### Sequential cells colored by netlist name, run 1

Other sequential cells in the stronger gray, the rest of the logic in the fainter gray.
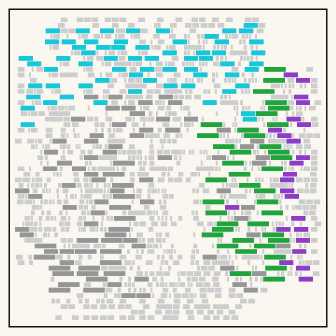
### M1 wires, run 1

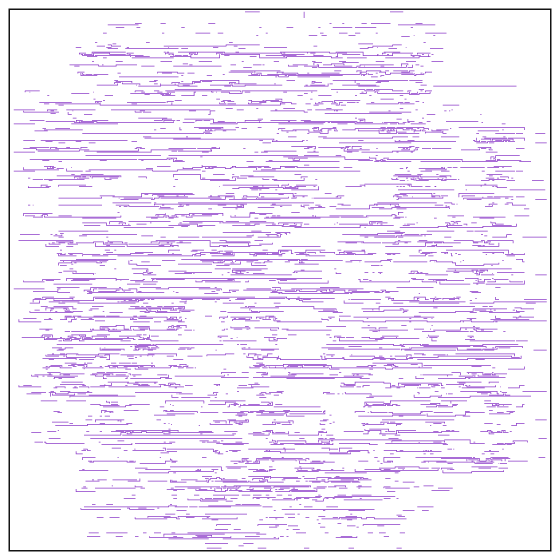
### Signal wires on met2, run 1

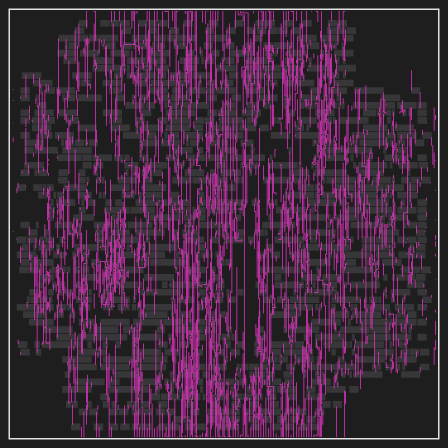
### Cell placement, run 1

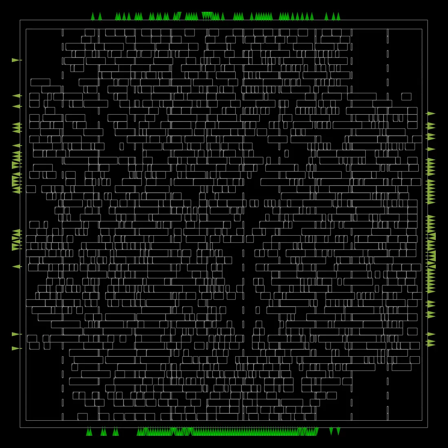
==> config.mk <==
export PLATFORM = sky130hd
export DESIGN_NAME = uart_cmd_bridge
export DESIGN_NICKNAME = d
export VERILOG_FILES = /design/src/rtl/uart_cmd_bridge.sv
export SDC_FILE = /design/constraint.sdc
export NUM_CORES = 1
export LEC_CHECK = 0
export CORE_MARGIN = 2
export CORE_UTILIZATION = 40
export DETAILED_ROUTE_END_ITERATION = 16
export PLACE_DENSITY = 0.63
export SLEW_MARGIN = 10
export SYNTH_ARGS = -nofsm -noshare
export SYNTH_HDL_FRONTEND = slang
export SYNTH_SLANG_ARGS = --single-unit
==> constraint.sdc <==
create_clock -name sys_clk -period 3.25 [get_ports sys_clk]
set_input_delay 0.975 -clock sys_clk [delete_from_list [all_inputs] [get_ports sys_clk]]
set_output_delay 0.975 -clock sys_clk [all_outputs]
set_load 0.02 [all_outputs]
==> results_dict.tcl <==
# yosys + openroad results
set metrics [dict create \
    outcome "completed" \
    grt_pass1_wl_microns 40880 \
    finalSetupTns_ns 0 \
    cts_setup_buffers 0 \
    drc 0 \
    max_stage_delay_ns 0.61 \
    max_cap_viol_count 0 \
    yosysTopAreaCell "dfxtp_1" \
    r2r_slack_ns 0.62 \
    grt_use_total 0.2112 \
    cts_tree "yes" \
    crit_slowest_cell "clkdlybuf4s50_1" \
    dp_hpwl_microns 18390 \
    largest_reg_flops 64 \
    tightest_slew_ns 0.9438 \
    cts_buffers 24 \
    area_leaders "dfxtp_1 33%, edfxtp_1 21%, mux2i_1 7.9%" \
    required_ns 2.27 \
    die_height_microns 155.8 \
    mostFrequentLayoutCells "210 x clkdlybuf4s50_1, 168 x nand2_1, 150 x dfxtp_1" \
    flop_cell "dfxtp_1" \
    clockBufferDepth 3 \
    worst-path-stages 3 \
    clock-root-buffer "clkbuf_16" \
    critPathCaptureType "output pin" \
    initial_core_util 0.4070 \
    postCtsResizedCells 0 \
    yosysSeqAreaShare 0.5410 \
    hold_viol 0 \
    drive_gt1_frac 0.07970 \
    crit_chain "or3b_1 -> nor2_1 -> clkdlybuf4s50_1" \
    path_buffers 1 \
    critical_path_arrival_ns 2.09 \
    grt_max_degree 69 \
    ir_drop_mv 0.3804 \
    cts_hold_buf 0 \
    cp_top_family "buffers and inverters" \
    cts.sinks 217 \
    crit_type "reg -> out" \
    area_growth_pct 34.60 \
    synth-edff-count 64 \
    final_cell_area_sq_mm 0.01240 \
    placement.cell_area_sq_mm 0.01158 \
    power_leakage_nw 4.685 \
    io_pins 212 \
    clk_pin_slew_ns 0.06 \
    period_needed_ns 3.065 \
    insertion_delay_ns 0.50 \
    whs_path_depth 2 \
    dp_cells 1433 \
    antenna_left 0 \
    nNetsFinal 1269 \
    relSlewSlack 0.3694 \
    setup_viol 0 \
    crit_path_start_kind "flop" \
    ys_cells 984 \
    min_period_over_period 0.9430 \
    final_max_slew_viol_count 0 \
    die_x_microns 155.8 \
    avgViaCountPerCell 5.218 \
    drt_iter0_markers 457 \
    nFillCells 2036 \
    grt_pass1_vias 7512 \
    ys_types 63 \
    ys_async_sr_fraction 0 \
    syn_nets 1079 \
    timing.fmax_ghz 0.3263 \
    grt_antenna_before_repair 2 \
    synth_warnings 0 \
    synthCells 984 \
    reg2reg_depth 6 \
    finalWeightedCongestion 0.9031 \
    die_area_sq_mm 0.02426 \
    hold_path_class "reg -> reg" \
    tool_warnings 26 \
    numPortBuffers 211 \
    cts_max_level 1 \
    ys_area_sq_mm 0.009214 \
    dr.pass1.iters 5 \
    top_cell_area_share 0.3324 \
    rsz0062_at_grt "no" \
    synth_area_sq_mm 0.009214 \
    wl_per_cell_microns 17.54 \
]
About 'Sequential cells colored by netlist name':
| color | netlist name | sequential cells |
|---|---|---|
| cyan | out_pins | 64 |
| green | r_uw | 40 |
| purple | mem_addr | 24 |
seq pwr: 2.88 mW
Seq/total area: 0.4022
final core occ: 0.5478

About 'M1 wires':
share of all routed wire: 44%
nets with wire on the layer: 1164
main direction: horizontal
wire length on this layer: 11500 microns
longest straight run: 52.0 microns
met1 track demand over resource: 0.2840
vias post-DR: 7717
final WL: 25940 microns

About 'Signal wires on met2':
nets with wire on the layer: 1019
main direction: vertical
longest straight run: 64.9 microns
met2 Track Usage GR: 0.3521

About 'Cell placement':
final cell count without fillers: 1479
seq_cells: 217
n_taps: 285
core area: 0.02264 sq mm
Std-Cell Rows: 55

## run 1: cell families (layout without fill, tap and decap cells)
family,after synthesis,after routing,share of synthesized area
other,0,2,0
AND-OR/OR-AND,165,165,0.1031
AND/OR/NAND/NOR,430,430,0.2151
XOR/XNOR,4,4,0.003802
adder cells (fa/ha/maj),1,1,0.001358
flip-flops,217,217,0.5410
multiplexers,86,86,0.1001
buffers and inverters,81,289,0.03558
## run 1: metal layers
metal  vias to the layer above  wire [microns]  global-route usage
li1                       3807               -                   -
met1                      3662           11510              0.2840
met2                       196           12440              0.3521
met3                        52            1233             0.03139
met4                         0             762             0.06684
met5                         -               0                   0
## run 1: worst min-delay path, stage by stage, from the launching register on
cell	delay (ns)
dfxtp_1	0.31
nand2_1	0.05
a21oi_1	0.05
## run 1: per-stage QoR
step / hold WS (ns) / setup WS (ns)
floorplan: 0.4361 / 0.5802
global placement: 0.4367 / 0.2852
detailed placement: 0.4448 / 0.2925
CTS: 0.4513 / 0.1006
global route: 0.4633 / 0.08847
finish: 0.4478 / 0.1852
## run 1: layout make-up
| class | instances | area [sq um] | area share |
|---|---|---|---|
| flip-flops and latches | 217 | 4989 | 0.4022 |
| multi-input cells | 686 | 3914 | 0.3156 |
| repair buffers | 233 | 2275 | 0.1834 |
| clock buffers | 32 | 691.9 | 0.05579 |
| well taps | 285 | 356.6 | 0.02875 |
| clock inverters | 12 | 126.4 | 0.01019 |
| inverters | 12 | 45.04 | 0.003632 |
| diodes | 2 | 5.005 | 0.0004036 |
## run 1: cells in the mapped netlist (all sizes together) (4+ instances only)
master	count
nand2b	5
o211ai	8
inv	11
nand4	7
nand4b	4
nand2	170
or3b	4
and3	10
nor2	140
edfxtp	64
nor3	10
nor4	9
mux2i	73
o21ai	36
and2	19
mux4	4
xor2	4
dfxtp	153
nand3	29
a21oi	87
nor3b	4
mux2	9
a2111oi	4
buf	17
nand3b	6
clkbuf	52
or3	5
## run 1: power by group
part           internal, mW  switching, mW  leakage [nW]
clock                  1.67           1.09         0.407
combinational         0.209          0.222          2.38
sequential             2.83         0.0559          1.90
total                  4.70           1.37          4.69
No activity file was given, so power comes from the tool's default toggle rates.
